<file path="src/rtl/loc_scanner.sv">
// loc_scanner: paired raster scanners (view = read, write = write-back) over a
// PIXELS_X x PIXELS_Y grid. The write scanner may never pass the view scanner,
// and the view scanner may never lap the write scanner by a full frame. Any
// request that would break that ordering is suppressed and latches overrun.
module loc_scanner #(
  parameter int unsigned PIXELS_X  = 160,
  parameter int unsigned PIXELS_Y  = 120,
  parameter int unsigned X_bits    = 8,
  parameter int unsigned Y_bits    = 7,
  parameter int unsigned LEAD_bits = 15
) (
  input  logic                 Clk,
  input  logic                 Reset_n,
  input  logic                 restart,
  input  logic                 HOLD_VIEWLOC,
  input  logic                 HOLD_WRITELOC,
  input  logic                 clr_overrun,
  output logic [X_bits-1:0]    viewLoc_x,
  output logic [Y_bits-1:0]    viewLoc_y,
  output logic [X_bits-1:0]    writeLoc_x,
  output logic [Y_bits-1:0]    writeLoc_y,
  output logic                 view_wrap,
  output logic                 write_wrap,
  output logic [LEAD_bits-1:0] lead,
  output logic                 overrun
);

  localparam int unsigned TOTAL_CELLS = PIXELS_X * PIXELS_Y;

  localparam logic [X_bits-1:0]    X_LAST    = X_bits'(PIXELS_X - 1);
  localparam logic [Y_bits-1:0]    Y_LAST    = Y_bits'(PIXELS_Y - 1);
  localparam logic [LEAD_bits-1:0] LEAD_FULL = LEAD_bits'(TOTAL_CELLS - 1);
  localparam logic [LEAD_bits-1:0] LEAD_ONE  = LEAD_bits'(1);

  // Registered state
  logic [X_bits-1:0]    view_x_q,  view_x_d;
  logic [Y_bits-1:0]    view_y_q,  view_y_d;
  logic [X_bits-1:0]    write_x_q, write_x_d;
  logic [Y_bits-1:0]    write_y_q, write_y_d;
  logic                 view_wrap_q,  view_wrap_d;
  logic                 write_wrap_q, write_wrap_d;
  logic [LEAD_bits-1:0] lead_q, lead_d;
  logic                 overrun_q, overrun_d;

  // Combinational step arbitration
  logic view_req_c;
  logic write_req_c;
  logic lead_zero_c;
  logic lead_full_c;
  logic view_grant_c;
  logic write_grant_c;
  logic violation_c;
  logic view_at_end_c;
  logic write_at_end_c;

  // Grant arbitration: a step that would break view/write ordering is dropped
  always_comb begin
    view_req_c    = ~HOLD_VIEWLOC;
    write_req_c   = ~HOLD_WRITELOC;
    lead_zero_c   = (lead_q == '0);
    lead_full_c   = (lead_q == LEAD_FULL);
    // At full lead the view may only move if the write moves with it; at
    // full lead lead is nonzero, so the write request is granted as-is.
    view_grant_c  = view_req_c & (~lead_full_c | write_req_c);
    // At zero lead the write may only move alongside a granted view step.
    write_grant_c = write_req_c & (~lead_zero_c | view_grant_c);
    violation_c   = (view_req_c & ~view_grant_c) | (write_req_c & ~write_grant_c);
    view_at_end_c  = (view_x_q == X_LAST) & (view_y_q == Y_LAST);
    write_at_end_c = (write_x_q == X_LAST) & (write_y_q == Y_LAST);
  end

  // Next-state for both scanners, lead counter, wrap pulses and overrun flag
  always_comb begin
    view_x_d     = view_x_q;
    view_y_d     = view_y_q;
    write_x_d    = write_x_q;
    write_y_d    = write_y_q;
    view_wrap_d  = 1'b0;
    write_wrap_d = 1'b0;
    lead_d       = lead_q;
    overrun_d    = overrun_q;

    if (restart) begin
      // Restart overrides every step request; overrun only follows clr_overrun
      view_x_d  = '0;
      view_y_d  = '0;
      write_x_d = '0;
      write_y_d = '0;
      lead_d    = '0;
      if (clr_overrun) begin
        overrun_d = 1'b0;
      end
    end else begin
      if (view_grant_c) begin
        if (view_x_q == X_LAST) begin
          view_x_d = '0;
          if (view_y_q == Y_LAST) begin
            view_y_d = '0;
          end else begin
            view_y_d = view_y_q + Y_bits'(1);
          end
        end else begin
          view_x_d = view_x_q + X_bits'(1);
        end
        view_wrap_d = view_at_end_c;
      end

      if (write_grant_c) begin
        if (write_x_q == X_LAST) begin
          write_x_d = '0;
          if (write_y_q == Y_LAST) begin
            write_y_d = '0;
          end else begin
            write_y_d = write_y_q + Y_bits'(1);
          end
        end else begin
          write_x_d = write_x_q + X_bits'(1);
        end
        write_wrap_d = write_at_end_c;
      end

      // Lead tracks view steps minus write steps; simultaneous steps cancel
      if (view_grant_c & ~write_grant_c) begin
        lead_d = lead_q + LEAD_ONE;
      end else if (write_grant_c & ~view_grant_c) begin
        lead_d = lead_q - LEAD_ONE;
      end

      // A fresh violation wins over a same-cycle clear
      if (violation_c) begin
        overrun_d = 1'b1;
      end else if (clr_overrun) begin
        overrun_d = 1'b0;
      end
    end
  end

  // State registers with asynchronous active-low reset
  always_ff @(posedge Clk or negedge Reset_n) begin
    if (!Reset_n) begin
      view_x_q     <= '0;
      view_y_q     <= '0;
      write_x_q    <= '0;
      write_y_q    <= '0;
      view_wrap_q  <= 1'b0;
      write_wrap_q <= 1'b0;
      lead_q       <= '0;
      overrun_q    <= 1'b0;
    end else begin
      view_x_q     <= view_x_d;
      view_y_q     <= view_y_d;
      write_x_q    <= write_x_d;
      write_y_q    <= write_y_d;
      view_wrap_q  <= view_wrap_d;
      write_wrap_q <= write_wrap_d;
      lead_q       <= lead_d;
      overrun_q    <= overrun_d;
    end
  end

  // Outputs come straight from flops
  assign viewLoc_x  = view_x_q;
  assign viewLoc_y  = view_y_q;
  assign writeLoc_x = write_x_q;
  assign writeLoc_y = write_y_q;
  assign view_wrap  = view_wrap_q;
  assign write_wrap = write_wrap_q;
  assign lead       = lead_q;
  assign overrun    = overrun_q;

endmodule

</file>
<file path="config.mk">
export PLATFORM = sky130hd
export DESIGN_NAME = loc_scanner
export DESIGN_NICKNAME = d
export VERILOG_FILES = /design/src/rtl/loc_scanner.sv
export SDC_FILE = /design/constraint.sdc
export NUM_CORES = 1
export LEC_CHECK = 0
export ABC_AREA = 1
export CELL_PAD_IN_SITES_DETAIL_PLACEMENT = 1
export CELL_PAD_IN_SITES_GLOBAL_PLACEMENT = 2
export CORE_MARGIN = 3
export CORE_UTILIZATION = 32
export DETAILED_ROUTE_END_ITERATION = 10
export GPL_TIMING_DRIVEN = 1
export PLACE_DENSITY_LB_ADDON = 0.1
export SYNTH_ARGS = -nofsm -noshare
export SYNTH_HDL_FRONTEND = slang
export SYNTH_SLANG_ARGS = --single-unit
export TNS_END_PERCENT = 50
</file>
<file path="constraint.sdc">
create_clock -name Clk -period 3.9 [get_ports Clk]
set_input_delay 0.585 -clock Clk [delete_from_list [all_inputs] [get_ports Clk]]
set_output_delay 0.585 -clock Clk [all_outputs]
set_load 0.1 [all_outputs]
</file>
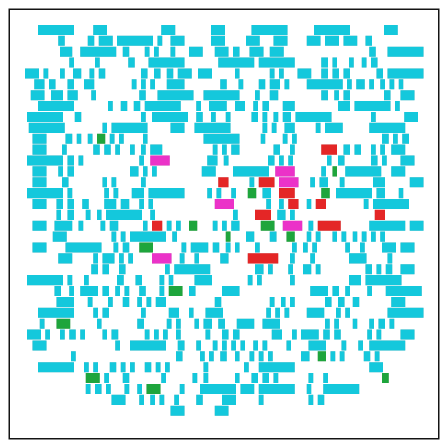
**Above:** run 1 (sizing map).
Scale: 4 px per micron.
[green] x2 | cells: 15 | share: 2.9%
[magenta] x6 and larger | cells: 6 | share: 1.2%
[red] x3 and x4 | cells: 11 | share: 2.1%
[cyan] x1 and smaller | cells: 484 | share: 94%
Area growth syn-to-layout: 23.81%
post-route setup slack: 0.8129 ns
Signal buffers: 56
Finished Cell Area: 4040 sq um

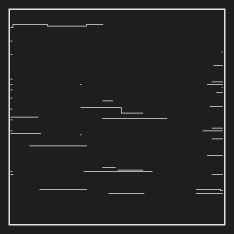
**Above:** run 1 (M3 wires).
Scale: 2 px per micron.
main direction: horizontal
wire length on this layer: 366 microns
nets with wire on the layer: 34

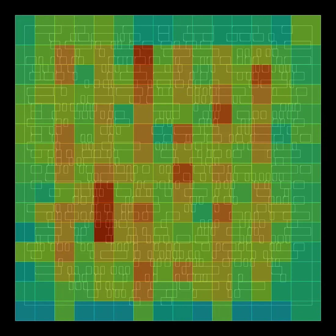
**Above:** run 1 (track usage over the die).
Finished Core Util: 40.96%
DR WL/cell: 15.08 microns
GRT met1 Usage: 26.23%
GRT Overall Usage: 18.22%

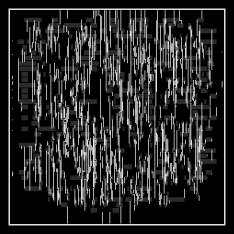
**Above:** run 1 (the metal 2 layer).
Scale: 2 px per micron. Cells faint in the background.
share of all routed wire: 45%
main direction: vertical
nets with wire on the layer: 450
wire length on this layer: 4440 microns
longest straight run: 45.9 microns
via count: 3171
met2 Track Usage GR: 29.41%
final WL: 9789 microns

==> flow_metrics.tcl, run 1 <==
# yosys + openroad results
set metrics [dict create \
    outcome "completed" \
    io_pins 54 \
    wl_met3_microns 366 \
    pg_seq_w 0.000700 \
    switchingPower_w 0.001512 \
    yosys_warnings 0 \
    dominant_cells "multi-input combinational cells" \
    clock_sinks 48 \
    coreArea_sq_um 9864 \
    drc 0 \
    slowest_stage "ha_1" \
    layout_top_cell "nand2_1" \
    slew_headroom_pct 33.73 \
    p_leak_nw 1.890 \
    dp_hpwl_microns 7527 \
    tool_warnings 27 \
    finalClockSkew_ns 0.006071 \
    dieArea_sq_um 11440 \
    cts_max_level 2 \
    ir_worst_vdd_mv 0.4948 \
    die_y_microns 107.0 \
    highest_layer "met4" \
    cp_slowest_stage_delay_ns 0.52 \
    flop-count 48 \
    synth.logic.top_family "simple AND/OR/NAND/NOR gates" \
    endpoint "lead[12]$_DFFE_PN0P_" \
    clk_pin_slew_worst_paths_ns 0.10 \
    xor_share_pct 1.610 \
    swShare_pct 56.82 \
    final.setup.tns_ns 0 \
    required_ns 4.15 \
    yosys-stat-cells 457 \
    ys_seq_share_pct 36.81 \
    numSynthFlops 48 \
    critPathMaxFanout 10 \
    routabilityCongestion 0.8770 \
    ys_sh_simple_pct 33.17 \
    first_iter_violations 100 \
    critPathLaunch "HOLD_VIEWLOC" \
    ys_sh_mux_pct 0 \
    comb_cells 334 \
    die_w_microns 107.0 \
    lay_top_cells "nand2_1, inv_1, clkdlybuf4s50_1" \
    path_class "input pin to register" \
    port_buffers 53 \
    comb_power_share_pct 61.2 \
    nNetsFinal 538 \
    clock_buffers 6 \
    rsz0062_at_grt "no" \
    power_leader "combinational logic" \
    grt_max_degree 31 \
    top_area_share_pct 36.81 \
    logic_area_sq_um 1764 \
    power_frac_clock_pct 12.5 \
    synth.avg_cell_area_sq_um 7.140 \
    reg2reg_depth 15 \
    tightestPinTransition_ns 0.9910 \
    yosysTopAreaCell "dfrtp_1" \
    seq_area_sq_um 1201 \
    p_int_w 0.001149 \
    cap_violations 0 \
    cts-resized-gates 0 \
    critPathLaunchType "input pin" \
    cts_hold_buffers 0 \
    post_cts_buffers 0 \
]
## run 1: through the flow
step | cell area [sq um] | total power (W) | hold slack (ns) | utilization, %
global route | 4040 | 0.002886 | 0.2620 | 40.96
floorplan | 3263 | 0.001922 | 0.2894 | -
detailed placement | 3943 | 0.002343 | 0.5364 | 39.97
global placement | 3943 | 0.002327 | 0.5182 | 39.97
finish | 4040 | 0.002662 | 0.2335 | 40.96
CTS | 4040 | 0.002690 | 0.2463 | 40.96
## run 1: worst max-delay path: cells and delay by family
kind	cells	cell delay [ns]
simple gates	7	0.94
buf+inv	3	0.77
fa+ha+maj	1	0.52
compound gates	2	0.50
## run 1: cell families after synthesis
group,Yosys count
fa+ha+maj,17
compound gates,73
flops,48
buf+inv,75
xor+xnor,6
simple gates,238
## run 1: metal layers
metal | up-vias | global-route usage [%]
li1 | 1596 | -
met2 | 49 | 29.41
met1 | 1521 | 26.23
met5 | - | 0
met4 | 0 | 3.562
met3 | 5 | 2.408
## run 1: sequential cells by signal (all words and copies together) (netlist names)
name,count
overrun,1
viewLoc_y,7
view_wrap,1
writeLoc_x,8
lead,15
writeLoc_y,7
viewLoc_x,8
write_wrap,1
## run 1: cell usage after synthesis
library cell	count
nand2_1	123
nor3_1	13
o21ai_1	7
buf_6	1
and2_1	1
inv_2	2
o21a_1	3
nor2_1	46
inv_1	68
a21o_1	2
xnor2_1	1
buf_4	2
clkbuf_1	1
buf_2	1
o22ai_1	4
nand2_4	4
a22oi_1	1
xor2_1	5
nand3_1	23
ha_1	17
dfrtp_1	48
a21oi_4	1
nand4_4	1
nand3b_1	1
o21bai_1	1
a2bb2oi_1	1
and3b_1	1
nand3_2	6
a221oi_1	2
o21ai_0	17
a31oi_1	1
nor2_2	5
nor4_1	6
a21oi_1	31
nand2_2	1
nand4_1	7
o31ai_1	2
==> run 1 -> run 2 <==
--- a/config.mk
+++ b/config.mk
@@ -9,7 +9,7 @@
 export CELL_PAD_IN_SITES_DETAIL_PLACEMENT = 1
 export CELL_PAD_IN_SITES_GLOBAL_PLACEMENT = 2
 export CORE_MARGIN = 3
-export CORE_UTILIZATION = 32
+export CORE_UTILIZATION = 27
 export DETAILED_ROUTE_END_ITERATION = 10
 export GPL_TIMING_DRIVEN = 1
 export PLACE_DENSITY_LB_ADDON = 0.1
==> constraint.sdc (replaced) <==
create_clock -name Clk -period 2.5 [get_ports Clk]
set_input_delay 0.375 -clock Clk [delete_from_list [all_inputs] [get_ports Clk]]
set_output_delay 0.375 -clock Clk [all_outputs]
set_load 0.1 [all_outputs]
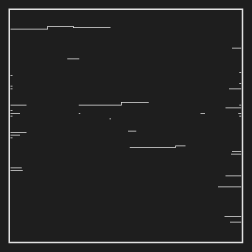
**Above:** run 2 (M3 wires).
Scale: 2 px per micron.
nets with wire on the layer: 29
wire length on this layer: 230 microns
main direction: horizontal
final WL: 11020 microns
via count: 3426

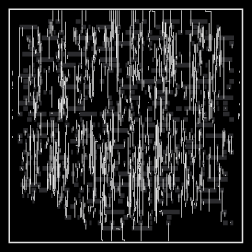
**Above:** run 2 (the metal 2 layer).
Scale: 2 px per micron. Cells faint in the background.
nets with wire on the layer: 537
main direction: vertical
longest straight run: 40.7 microns
met2 Track Usage GR: 27.43%

==> run 2 against run 1 <==
Sequential share of layout area shrank 3.5 points. Largest power group unchanged. Clock skew increased by 0.0021 ns. Final area increased by 19%. Non-clock buffer count up 65. First-iteration DRC count grew 23%. Die size rose by 17%. Power increased by 99%. Sequential power rose by about 50%. Critical path type unchanged.
==> flow_metrics.tcl, run 2 <==
# yosys + openroad results
set metrics [dict create \
    outcome "completed" \
    synth_area_sq_um 3263 \
    die_w_microns 115.9 \
    worstSkewPairLatency_ns 0.30 \
    synth.avg_cell_area_sq_um 7.140 \
    path_class "input pin to register" \
    critPathLaunchType "input pin" \
    grt_pass1_vias 3507 \
    hold_class "input pin to async pin" \
    cts_hold_buffers 0 \
    min_period_ns 2.316 \
    clk_pin_slew_worst_paths_ns 0.07 \
    tool_warnings 28 \
    largest_reg_flops 15 \
    ys_seq_share_pct 36.81 \
    setup_viol 0 \
    crit_family "simple AND/OR/NAND/NOR gates" \
    r2r-start "lead[13]$_DFFE_PN0P_" \
    critPathCaptureType "register" \
    cp_num_buf_inv 4 \
    cp_cell_sequence "clkdlybuf4s50_1, nand2_1, inv_1, nand2_1, nor2_2, nand2_4, nand3_4, ha_4, a21oi_4, inv_1, a21oi_2, inv_1, a21oi_1, nand3_1, nand3_2, nand2_1" \
    n_fill_cell 1459 \
    regToRegEndpoint "lead[13]$_DFFE_PN0P_" \
    slew_headroom_pct 54.32 \
    gr-total-overflow 0 \
    finalClockSkew_ns 0.008158 \
    coreArea_sq_um 11610 \
    endpoint "lead[13]$_DFFE_PN0P_" \
    area_growth_syn_to_layout_pct 47.24 \
    antenna_cells 0 \
    topCellsByArea "dfrtp_1, nand2_1, inv_1" \
    routabilityCongestion 0.8245 \
    first_iter_violations 123 \
    dp_hpwl_microns 8481 \
    lay_top_cells "nand2_1, buf_4, inv_1" \
    dieArea_sq_um 13440 \
    wl_per_cell_microns 15.19 \
    slew_violations 0 \
    yosys-stat-cells 457 \
    cts_tree "yes" \
    numSynthFlops 48 \
    ant_nets 0 \
    initial_utilization_pct 28.10 \
    grt_pass1_wl_microns 17860 \
    drc 0 \
    drive_gt1_share_pct 33.16 \
    seq_area_sq_um 1260 \
    min_period_over_period_pct 92.66 \
    critPathLaunch "HOLD_WRITELOC" \
    tightestPinTransition_ns 0.6852 \
    final_area_sq_um 4805 \
    arrival_ns 2.51 \
    final.setup.tns_ns 0 \
    io_pins 54 \
    grt_max_degree 49 \
    cap_violations 0 \
    top_cells_by_count "nand2_1, inv_1, dfrtp_1" \
    reg2reg_slack_ns 0.19 \
    synth-edff-count 0 \
    cts_max_level 2 \
    nNetsFinal 604 \
    core.rowCount 39 \
    die_y_microns 115.9 \
    cp_slowest_stage_delay_ns 0.48 \
    synth-main-ff-cell "dfrtp_1" \
    slowest_stage "clkdlybuf4s50_1" \
    critPathMaxFanout 5 \
    grt_usage_pct 16.98 \
    crit_cells 16 \
    synth_cell_types 37 \
    rsz0062_at_grt "no" \
    cts_root_buf "clkbuf_16" \
    synth_cells 457 \
    post_dp_cell_area_sq_um 4379 \
    max_freq_ghz 0.4317 \
    reg2reg_depth 14 \
    numCtsBuffers 5 \
    yosysTopAreaCell "dfrtp_1" \
    top_area_share_pct 36.81 \
    power_density_nw_per_um2 1104 \
    clock_sinks 48 \
    port_buffers 53 \
    layout_top_cell "nand2_1" \
    cts_buffer_depth 2 \
    ir_worst_vdd_mv 0.8628 \
    required_ns 2.70 \
    synthArstFlopShare_pct 100.0 \
    via_per_inst 4.726 \
    hold_violations 0 \
    p_leak_nw 2.330 \
    yosys_warnings 0 \
    floorplan.nets 480 \
    dr.pass1.iters 4 \
    logic_area_sq_um 2007 \
    antenna_found_initial 0 \
    synth.most_common_cell "nand2_1" \
    yosysChipArea_sq_um 3263 \
]
run 2: cell counts after synthesis:
Identical to the previous run, type by type.
run 2: cells by family (layout without fill, tap and decap cells):
family	count (synthesis)	after routing	share of synthesized area, %
adder cells (fa/ha/maj)	17	17	6.518
AND/OR/NAND/NOR	238	239	33.17
AND-OR/OR-AND	73	73	12.77
XOR/XNOR	6	6	1.610
flip-flops	48	48	36.81
buffers and inverters	75	199	9.125
run 2: area by class of cell:
cell class	count	share of cell area (%)
clock buffers	5	2.604
clock inverters	3	0.9896
inverters	70	5.469
multi-input cells	335	41.77
flip-flops and latches	48	26.22
well taps	143	3.724
repair buffers	121	19.22
run 2: per-layer routing:
layer  global-route usage, %  vias to the layer above  wire (microns)
li1                        -                     1743               -
met1                   23.96                     1641            5590
met2                   27.43                       35            5107
met3                   2.768                        7             230
met4                   3.712                        0              87
met5                       0                        -               0
run 2: power breakdown:
group	total [W]	internal, W	switching (W)
registers	0.00105	0.000957	0.0000962
clock network	0.000815	0.000477	0.000338
logic	0.00344	0.00121	0.00222
total	0.00531	0.00265	0.00266
run 2: metrics by stage:
stage	std cells	worst slack, ns	total power [W]	hold WS [ns]	util, %
final	725	0.1836	0.005305	0.2038	41.37
after global routing	725	0.001321	0.005722	0.2558	41.37
after CTS	723	0.01501	0.005089	0.2349	39.37
after detailed placement	715	-0.3720	0.004209	0.5470	37.71
after global placement	715	-0.2976	0.004178	0.5286	37.71
after floorplan	457	-0.003871	0.003075	0.07941	-
run 2: repair_timing:
item | 4_1_cts | 5_1_grt
endpoints found under the setup margin | 9 | 10
buffers inserted | 0 | 1
gates cloned | 0 | 1
endpoints found under the hold margin | 0 | 0
pin swaps | 0 | 5
gates resized | 4 | 38
Power figures rest on the tool's default switching activity, not on a simulated workload.
